**config.mk**
```make
export PLATFORM = sky130hd
export DESIGN_NAME = bsg_catmap_ctrl
export DESIGN_NICKNAME = d
export VERILOG_FILES = /design/src/rtl/bsg_catmap_pkg.sv /design/src/rtl/bsg_catmap_period.sv /design/src/rtl/bsg_catmap_ctrl.sv
export SDC_FILE = /design/constraint.sdc
export NUM_CORES = 1
export LEC_CHECK = 0
export CORE_ASPECT_RATIO = 0.7
export CORE_MARGIN = 1
export CORE_UTILIZATION = 60
export DETAILED_ROUTE_END_ITERATION = 12
export PLACE_DENSITY = 0.83
export SLEW_MARGIN = 15
export SYNTH_ARGS = -nofsm -noshare
export SYNTH_HDL_FRONTEND = slang
export SYNTH_HIERARCHICAL = 1
export SYNTH_SLANG_ARGS = --single-unit
```
**constraint.sdc**
```tcl
create_clock -name clk_i -period 8.8 [get_ports clk_i]
set_input_delay 0.88 -clock clk_i [delete_from_list [all_inputs] [get_ports clk_i]]
set_output_delay 0.88 -clock clk_i [all_outputs]
set_load 0.01 [all_outputs]
```
**src/rtl/bsg_catmap_pkg.sv**
```systemverilog
// Shared types and constants for the Arnold's cat map cipher controller.
package bsg_catmap_pkg;

  // Top-level job states.
  typedef enum logic [1:0] {eIDLE, eCALC, eRUN, eDONE} catmap_state_e;

  // Phases of the period / remainder calculator.
  typedef enum logic [1:0] {eP_IDLE, eP_POW, eP_MOD, eP_FIN} catmap_calc_e;

  // Powers of this base are compared against N to classify the period.
  localparam int unsigned catmap_base_lp   = 5;

  // Period multipliers: 3N, 2N, or floor(12N/7).
  localparam int unsigned catmap_mul_f2_lp = 3;
  localparam int unsigned catmap_mul_f1_lp = 2;
  localparam int unsigned catmap_num_lp    = 12;
  localparam int unsigned catmap_den_lp    = 7;

  // Divisor used for the N/6 power test.
  localparam int unsigned catmap_six_lp    = 6;

  // Width of a counter holding 0..x-1, never narrower than one bit.
  function automatic int catmap_clog2(input int x);
    return (x <= 1) ? 1 : $clog2(x);
  endfunction

endpackage

```
**src/rtl/bsg_catmap_period.sv**
```systemverilog
// Sequential cat-map period calculator. On start_i it latches N and the frame
// count, walks powers of 5 to classify N, derives the period T, then reduces
// frames mod T by shifted subtraction. done_o pulses for one cycle with
// period_o = T and count_o = T - (frames mod T). A new start_i restarts it.
module bsg_catmap_period
  import bsg_catmap_pkg::*;
#(
  parameter int max_board_width_p = 256,
  parameter int max_game_length_p = 1024,
  localparam int width_w_lp = catmap_clog2(max_board_width_p + 1),
  localparam int len_w_lp   = catmap_clog2(max_game_length_p + 1),
  localparam int iter_w_lp  = catmap_clog2(3 * max_board_width_p + 1)
) (
  input  logic                  clk_i,
  input  logic                  reset_n_i,
  input  logic                  start_i,
  input  logic [width_w_lp-1:0] width_i,
  input  logic [len_w_lp-1:0]   frames_i,
  output logic                  done_o,
  output logic [iter_w_lp-1:0]  period_o,
  output logic [iter_w_lp-1:0]  count_o
);

  // p can reach 5x the largest power not above N, so 3 extra bits suffice.
  localparam int p_w_lp    = width_w_lp + 3;
  localparam int wide_lp   = iter_w_lp + len_w_lp + 4;
  localparam int step_w_lp = catmap_clog2(len_w_lp + 1);

  catmap_calc_e          phase_r;
  logic [width_w_lp-1:0] n_r;
  logic [len_w_lp-1:0]   rem_r;
  logic [p_w_lp-1:0]     p_r;
  logic                  f1_r, f2_r, f6_r;
  logic [iter_w_lp-1:0]  period_r;
  logic [wide_lp-1:0]    div_r;
  logic [step_w_lp-1:0]  step_r;

  logic [p_w_lp-1:0]     n_p;
  logic [wide_lp-1:0]    n_wide;
  logic [wide_lp-1:0]    period_calc;
  logic [wide_lp-1:0]    rem_wide;
  logic [iter_w_lp-1:0]  period_next;
  logic                  hit_f1, hit_f2, hit_f6;
  logic                  pow_done;
  logic                  rem_ge;

  // Power-of-5 flag tests, period selection and the subtract compare.
  // NOTE: every always_comb output is assigned on every path, so no latches.
  always_comb begin
    n_p      = p_w_lp'(n_r);
    n_wide   = wide_lp'(n_r);
    hit_f2   = ~n_r[0] && (p_r == (n_p >> 1));
    hit_f1   = (p_r == n_p);
    hit_f6   = ((n_r % width_w_lp'(catmap_six_lp)) == '0)
               && (p_r == (n_p / p_w_lp'(catmap_six_lp)));
    pow_done = (p_r > n_p);
    if (f2_r) begin
      period_calc = n_wide * wide_lp'(catmap_mul_f2_lp);
    end else if (f1_r || f6_r) begin
      period_calc = n_wide * wide_lp'(catmap_mul_f1_lp);
    end else begin
      period_calc = (n_wide * wide_lp'(catmap_num_lp)) / wide_lp'(catmap_den_lp);
    end
    period_next = period_calc[iter_w_lp-1:0];
    rem_wide    = wide_lp'(rem_r);
    rem_ge      = (rem_wide >= div_r);
  end

  // Calculator sequencing: power walk, then one quotient bit per cycle.
  // NOTE: sequential state uses <= so every register sees pre-edge values.
  always_ff @(posedge clk_i or negedge reset_n_i) begin
    if (!reset_n_i) begin
      phase_r  <= eP_IDLE;
      n_r      <= '0;
      rem_r    <= '0;
      p_r      <= '0;
      f1_r     <= 1'b0;
      f2_r     <= 1'b0;
      f6_r     <= 1'b0;
      period_r <= '0;
      div_r    <= '0;
      step_r   <= '0;
    end else if (start_i) begin
      phase_r <= eP_POW;
      n_r     <= width_i;
      rem_r   <= frames_i;
      p_r     <= p_w_lp'(1);
      f1_r    <= 1'b0;
      f2_r    <= 1'b0;
      f6_r    <= 1'b0;
    end else begin
      case (phase_r)
        eP_POW: begin
          if (pow_done) begin
            // Divisor starts at T << (len-1); remainder ends below T.
            period_r <= period_next;
            div_r    <= wide_lp'(period_next) << (len_w_lp - 1);
            step_r   <= step_w_lp'(len_w_lp);
            phase_r  <= eP_MOD;
          end else begin
            f1_r <= f1_r | hit_f1;
            f2_r <= f2_r | hit_f2;
            f6_r <= f6_r | hit_f6;
            p_r  <= (p_r << 2) + p_r;
          end
        end
        eP_MOD: begin
          if (rem_ge) rem_r <= rem_r - div_r[len_w_lp-1:0];
          div_r  <= div_r >> 1;
          step_r <= step_r - step_w_lp'(1);
          if (step_r == step_w_lp'(1)) phase_r <= eP_FIN;
        end
        eP_FIN:  phase_r <= eP_IDLE;
        default: phase_r <= eP_IDLE;
      endcase
    end
  end

  assign done_o   = (phase_r == eP_FIN);
  assign period_o = period_r;
  assign count_o  = period_r - iter_w_lp'(rem_r);

endmodule

```
**src/rtl/bsg_catmap_ctrl.sv**
```systemverilog
// Control FSM for the cat map cipher array. Accepts a job (width, frames,
// mode), strobes the array load, then issues enable cycles: frames for
// encrypt, period - (frames mod period) for decrypt. Reports the number of
// enables issued and an error flag on a valid/yumi result channel.
// Optional build macro BSG_CATMAP_CTRL_PERF_EN adds cycles_o, a saturating
// count of cycles from job accept to result valid.
module bsg_catmap_ctrl
  import bsg_catmap_pkg::*;
#(
  parameter int max_board_width_p = 256,
  parameter int max_game_length_p = 1024,
  localparam int width_w_lp = catmap_clog2(max_board_width_p + 1),
  localparam int len_w_lp   = catmap_clog2(max_game_length_p + 1),
  localparam int iter_w_lp  = catmap_clog2(3 * max_board_width_p + 1)
) (
  input  logic                  clk_i,
  input  logic                  reset_n_i,
  input  logic [width_w_lp-1:0] width_i,
  input  logic [len_w_lp-1:0]   frames_i,
  input  logic                  decrypt_i,
  input  logic                  v_i,
  output logic                  ready_o,
  input  logic                  abort_i,
  output logic                  v_o,
  input  logic                  yumi_i,
  output logic                  err_o,
  output logic [iter_w_lp-1:0]  iters_o,
  output logic                  update_o,
  output logic                  en_o
`ifdef BSG_CATMAP_CTRL_PERF_EN
  ,
  output logic [31:0]           cycles_o
`endif
);

  // Encrypt counts come from frames_i, decrypt counts from the period.
  localparam int cnt_w_lp = (iter_w_lp > len_w_lp) ? iter_w_lp : len_w_lp;

  catmap_state_e         state_r, state_n;
  logic [cnt_w_lp-1:0]   cnt_r;
  logic [iter_w_lp-1:0]  iters_r;
  logic                  err_r;

  logic                  accept;
  logic                  bad_width;
  logic                  calc_start;
  logic                  last_en;
  logic                  calc_done;
  logic [iter_w_lp-1:0]  calc_period;
  logic [iter_w_lp-1:0]  calc_count;

  assign accept     = (state_r == eIDLE) && v_i;
  assign bad_width  = (width_i == '0) || (width_i == width_w_lp'(1))
                      || (32'(width_i) > 32'(max_board_width_p));
  assign calc_start = accept && !bad_width && decrypt_i;
  assign last_en    = (state_r == eRUN) && (cnt_r == cnt_w_lp'(1));

  bsg_catmap_period #(
    .max_board_width_p(max_board_width_p),
    .max_game_length_p(max_game_length_p)
  ) period_calc (
    .clk_i    (clk_i),
    .reset_n_i(reset_n_i),
    .start_i  (calc_start),
    .width_i  (width_i),
    .frames_i (frames_i),
    .done_o   (calc_done),
    .period_o (calc_period),
    .count_o  (calc_count)
  );

  // State register; reset returns to IDLE from any state.
  always_ff @(posedge clk_i or negedge reset_n_i) begin
    if (!reset_n_i) state_r <= eIDLE;
    else            state_r <= state_n;
  end

  // Next-state logic; in RUN the final enable beats a same-cycle abort.
  always_comb begin
    state_n = state_r;
    case (state_r)
      eIDLE: begin
        if (v_i) begin
          if (bad_width)            state_n = eDONE;
          else if (decrypt_i)       state_n = eCALC;
          else if (frames_i == '0)  state_n = eDONE;
          else                      state_n = eRUN;
        end
      end
      eCALC: begin
        if (abort_i)                state_n = eDONE;
        else if (calc_done)         state_n = (calc_count == '0) ? eDONE : eRUN;
      end
      eRUN: begin
        if (last_en || abort_i)     state_n = eDONE;
      end
      eDONE: begin
        if (yumi_i)                 state_n = eIDLE;
      end
      default:                      state_n = eIDLE;
    endcase
  end

  // Job datapath: enable countdown, issued-enable count and error flag.
  always_ff @(posedge clk_i or negedge reset_n_i) begin
    if (!reset_n_i) begin
      cnt_r   <= '0;
      iters_r <= '0;
      err_r   <= 1'b0;
    end else begin
      case (state_r)
        eIDLE: begin
          if (v_i) begin
            iters_r <= '0;
            err_r   <= bad_width;
            cnt_r   <= bad_width ? '0 : cnt_w_lp'(frames_i);
          end
        end
        eCALC: begin
          if (abort_i)        err_r <= 1'b1;
          else if (calc_done) cnt_r <= cnt_w_lp'(calc_count);
        end
        eRUN: begin
          if (cnt_r != '0) cnt_r <= cnt_r - cnt_w_lp'(1);
          iters_r <= iters_r + iter_w_lp'(1);
          if (abort_i && !last_en) err_r <= 1'b1;
        end
        default: ;
      endcase
    end
  end

  // Outputs decoded from state; the load strobe is masked while in reset.
  always_comb begin
    ready_o  = (state_r == eIDLE);
    update_o = (state_r == eIDLE) && v_i && reset_n_i;
    en_o     = (state_r == eRUN);
    v_o      = (state_r == eDONE);
    err_o    = (state_r == eDONE) && err_r;
    iters_o  = iters_r;
  end

  // A finished calculation never asks for more than one period of enables.
  always_ff @(posedge clk_i) begin
    if (reset_n_i && calc_done) begin
      assert (calc_count <= calc_period && calc_period != '0);
    end
  end

`ifdef BSG_CATMAP_CTRL_PERF_EN
  logic [31:0] cycles_r;

  // Cycles from accept to v_o rise; saturates, holds through DONE and IDLE.
  always_ff @(posedge clk_i or negedge reset_n_i) begin
    if (!reset_n_i) begin
      cycles_r <= '0;
    end else if (accept) begin
      cycles_r <= 32'd1;
    end else if ((state_r == eCALC || state_r == eRUN) && cycles_r != '1) begin
      cycles_r <= cycles_r + 32'd1;
    end
  end

  assign cycles_o = cycles_r;
`endif

endmodule

```
Run 1, the metal 1 layer:
(2 px per micron) Supply wires on this layer in gray.
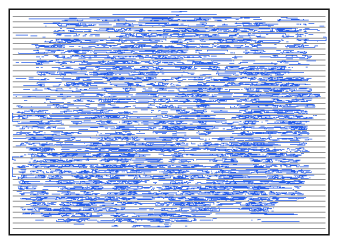
share of all routed wire = 48%
longest straight run = 52.4 microns
wire length on this layer = 13800 microns
nets with wire on the layer = 1361

Run 1, the metal 2 layer:
(1.5 px per micron)
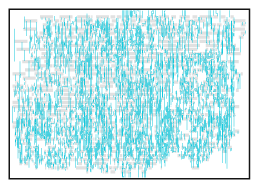
longest straight run = 44.0 microns
nets with wire on the layer = 1193
share of all routed wire = 40%

Run 1, the metal 3 layer:
(2 px per micron)
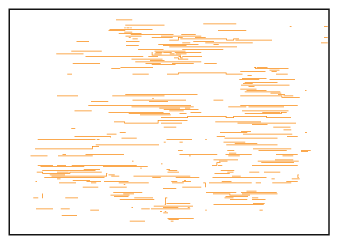
wire length on this layer = 2870 microns
longest straight run = 51.1 microns
nets with wire on the layer = 195
main direction = horizontal

run 1: layout make-up:
class                           count  share of cell area
Clock inverter                      6             0.00659
Multi-Input combinational cell   1101               0.667
Timing Repair Buffer               71              0.0554
Clock buffer                       10              0.0201
Sequential cell                    94               0.207
Inverter                           60              0.0198
Tap cell                          225              0.0247
run 1: kinds of logic (layout without fill, tap and decap cells):
group | Yosys count | count (layout)
xor gates and xnor gates | 87 | 87
AOI/OAI and AO/OA | 433 | 433
and+or+nand+nor | 466 | 466
adders and majority gates | 79 | 79
muxes | 36 | 36
DFF | 94 | 94
buffers and inverters | 117 | 147
run 1: worst max-delay path: cells and delay by family, from the launching register on:
family | cells | cell delay [ns]
compound gates | 13 | 2.88
fa+ha+maj | 3 | 0.94
mux | 1 | 0.36
simple gates | 8 | 2.30
buf+inv | 1 | 0.20
flops | 1 | 0.51
xor+xnor | 3 | 0.91
run 1: state kept, by name, indices dropped and copies added, names as in the netlist, 2 cells and up:
signal,count
period_calc/rem_r,11
state_r,2
period_calc/n_r,9
cnt_r,11
iters_o,10
period_calc/step_r,4
period_calc/div_r,20
period_calc/p_r,11
period_calc/period_o,10
period_calc/phase_r,2
run 1: per-stage QoR:
step / util / hold slack [ns] / TNS, ns
3_3_place_gp: 0.667 / 0.456 / 0
4_1_cts: 0.685 / 0.444 / 0
6_report: 0.686 / 0.439 / 0
2_1_floorplan: - / 0.450 / 0
5_1_grt: 0.686 / 0.466 / -0.0192
3_5_place_dp: 0.667 / 0.469 / 0
run 1: per-layer routing:
layer,part of all wire,track usage,vias to the layer above
met1,0.48,0.515,4909
met5,0,0,-
met3,0.099,0.0507,55
met4,0.023,0.104,0
met2,0.40,0.448,539
li1,-,-,4922
run 1: cells in the mapped netlist, types with 20 or more instances:
master / number
nand2_1: 124
nor2_1: 120
a21oi_1: 96
o21ai_0: 96
dfrtp_1: 94
ha_1: 75
inv_1: 56
xnor2_1: 50
clkbuf_1: 42
xor2_1: 36
nor3_1: 32
nand3_1: 28
a21o_1: 27
mux2i_1: 24
a211oi_1: 22
nor2b_1: 21
a31oi_1: 20
run 1: final timing paths:
check,end,cells past startpoint,start,slack [ns]
worst max-delay path,period_calc/div_r[10],29,period_calc/n_r[4],0.53
worst min-delay path,iters_o[5],1,reset_n_i,0.44
worst max register to register,period_calc/div_r[10],29,period_calc/n_r[4],0.53
worst min register to register,period_calc/div_r[3],2,period_calc/div_r[4],0.49
max in group asynchronous,period_calc/n_r[0],2,reset_n_i,7.12
min in group clk_i,period_calc/div_r[3],2,period_calc/div_r[4],0.49
run 1: what timing repair did:
action,in CTS,in global routing
endpoints found under the hold margin,0,0
setup endpoints to repair,0,4
gates resized,0,4
==> impl_metrics.py, run 1 <==
# Flow results
metrics = {
    "clock_tree": {
        "cts.sinks": 94,
        "cts_root_buffer": "clkbuf_16",
        "cts_tree": "built",
        "post_cts_buffers": 0,
        "clk_pin_slew_ns": 0.07,
        "cts.path.max_buffers": 2,
    },
    "synthesis": {
        "async_flop_share": 1.00,
        "synth_flops": 94,
        "synth.distinct_cells": 102,
        "syn_avg_cell_area_sq_um": 7.90,
        "ys_sh_mux": 0.0376,
        "edf_count": 0,
        "syn_inst": 1312,
        "yosys_area_sq_um": 10400,
    },
    "final_layout": {
        "comb_area_sq_um": 7590,
        "diodes": 0,
        "layout_top_cells": "nand2_1 (124), nor2_1 (120), a21oi_1 (96), o21ai_0 (95), dfrtp_1 (93)",
        "fin_cells": 1567,
    },
    "placement": {
        "place_ws_ns": 0.577,
    },
    "global_routing": {
        "grt_pass1_vias": 9252,
        "grt_use_total": 0.327,
        "antenna_found_initial": 0,
        "grt_remaining_overflow": 0,
        "grt_pass1_wl_microns": 47700,
    },
    "final_timing": {
        "min_period_ns": 8.27,
        "fin_ws_ns": 0.531,
        "finalHoldViolations": 0,
    },
    "floorplanning": {
        "row_count": 39,
        "fp.coreArea_sq_um": 16600,
    },
    "run_status": {
        "run_status": "complete, no violations",
    },
    "worst_setup_path": {
        "cp.required_ns": 9.01,
        "arrival_ns": 8.48,
        "cp_max_fo": 11,
    },
    "run": {
        "warnings": 51,
    },
    "detailed_routing": {
        "drc": 0,
        "dr.pass1.iters": 6,
        "drtIter0Drc": 1242,
    },
}
--- run 2 (diff from run 1) ---
REMOVE_ABC_BUFFERS = 1   (was not set)
==> impl_metrics.py, run 2 <==
# Flow results
metrics = {
    "global_routing": {
        "grt_util_met1": 0.508,
        "grt_pass1_vias": 9447,
        "grt_remaining_overflow": 0,
        "grt_pass1_wl_microns": 48700,
        "antenna_found_initial": 0,
        "met3_usage": 0.0537,
        "grt-busiest-layer": "met1",
        "met2_usage": 0.492,
    },
    "detailed_routing": {
        "dr.pass1.iters": 7,
        "drtIter0Drc": 1325,
        "drc": 0,
        "vias": 10400,
    },
    "final_timing": {
        "whs_ns": 0.480,
        "min_period_ns": 8.37,
        "max_freq_mhz": 120,
        "finalHoldViolations": 0,
        "fin_ws_ns": 0.433,
    },
    "run": {
        "warnings": 50,
    },
    "run_status": {
        "run_status": "complete, no violations",
    },
    "clock_tree": {
        "clk_pin_slew_ns": 0.07,
        "post_cts_resized": 0,
        "post_cts_buffers": 0,
        "cts.path.max_buffers": 2,
        "cts_tree": "built",
        "cts.sinks": 94,
        "cts_root_buffer": "clkbuf_16",
    },
    "synthesis": {
        "synth_dominant_cell_count": "nand2_1",
        "syn_avg_cell_area_sq_um": 7.90,
        "common_cells": "nand2_1 (124), nor2_1 (120), a21oi_1 (96), o21ai_0 (96), dfrtp_1 (94)",
        "synth.distinct_cells": 102,
        "synth_flops": 94,
        "edf_count": 0,
    },
    "worst_setup_path": {
        "cp_max_fo": 9,
        "crit_family": "AND-OR/OR-AND gates",
        "critPathBufInv": 1,
        "cp.required_ns": 9.06,
        "cp_slowest_cell": "or4_4",
    },
    "floorplanning": {
        "fp.coreArea_sq_um": 16600,
    },
    "final_layout": {
        "layout_top_cells": "nand2_1 (124), nor2_1 (119), a21oi_1 (96), o21ai_0 (95), dfrtp_1 (92)",
        "regMostFlops": "period_calc/div_r",
        "final_core_util": 0.687,
        "lay_top_count": "nand2_1",
        "largest_reg_flops": 20,
        "diodes": 0,
    },
    "placement": {
        "place_ws_ns": 0.285,
    },
}
-- run 2: cell counts after synthesis --
No cell type changed its count.
-- run 2: area by class of cell --
| class | count | area (sq um) | area share |
|---|---|---|---|
| clock buffers | 9 | 225 | 0.0198 |
| clock inverters | 6 | 93.8 | 0.00824 |
| inverters | 60 | 229 | 0.0201 |
| multi-input cells | 1101 | 7640 | 0.671 |
| flip-flops and latches | 94 | 2350 | 0.207 |
| well taps | 225 | 282 | 0.0247 |
| repair buffers | 62 | 563 | 0.0494 |
-- run 2: worst min-delay path: stages (launching register included) --
cell and delay [ns]:
dfrtp_1 0.35, nand2_1 0.04, o21ai_0 0.06
-- run 2: routing by layer --
layer	routed length (microns)	share of wire
met5	0	0
met4	575	0.019
met3	2810	0.095
met2	12400	0.42
met1	13900	0.47
-- run 2: cells by family (layout without fill, tap and decap cells) --
kind of cell	count (synthesis)	after routing	synth area share
flip-flops	94	94	0.227
AND-OR/OR-AND	433	433	0.292
multiplexers	36	36	0.0376
buffers and inverters	117	137	0.0442
adder cells (fa/ha/maj)	79	79	0.0972
XOR/XNOR	87	87	0.0742
AND/OR/NAND/NOR	466	466	0.228
-- run 2: worst paths after layout --
kind,from,end,slack (ns),cells after the start
setup / recovery,period_calc/n_r[4],period_calc/period_o[0],0.43,28
hold / removal,period_calc/div_r[6],period_calc/div_r[5],0.48,2
setup reg to reg,period_calc/n_r[4],period_calc/period_o[0],0.43,28
hold reg to reg,period_calc/div_r[6],period_calc/div_r[5],0.48,2
max in group asynchronous,reset_n_i,period_calc/p_r[2],7.19,2
min in group asynchronous,reset_n_i,period_calc/div_r[2],0.55,1
-- run 2: stage by stage --
step	setup TNS, ns	cell area [sq um]
4_1_cts	0	11300
3_5_place_dp	0	11000
3_3_place_gp	0	11000
2_1_floorplan	0	10100
6_report	0	11400
5_1_grt	-0.153	11400
Run 2, the metal 3 layer:
(2 px per micron)
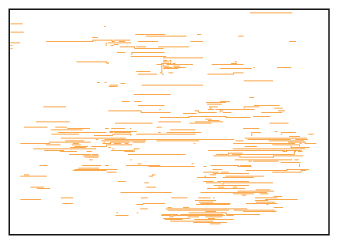
main direction = horizontal
nets with wire on the layer = 194
share of all routed wire = 9.5%

Run 2, the metal 4 layer:
(2 px per micron) Supply wires on this layer in gray.
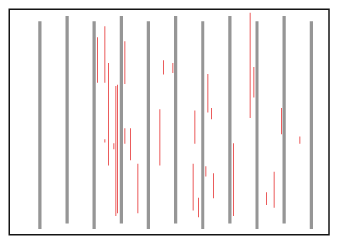
longest straight run = 64.6 microns
share of all routed wire = 2.0%

Run 2, placement view:
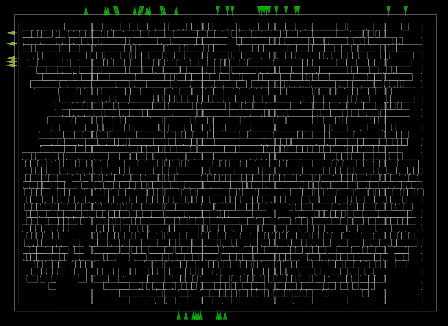
Row Count: 39
Seq area share: 0.207
fillers: 1354
non-filler cells, final: 1557

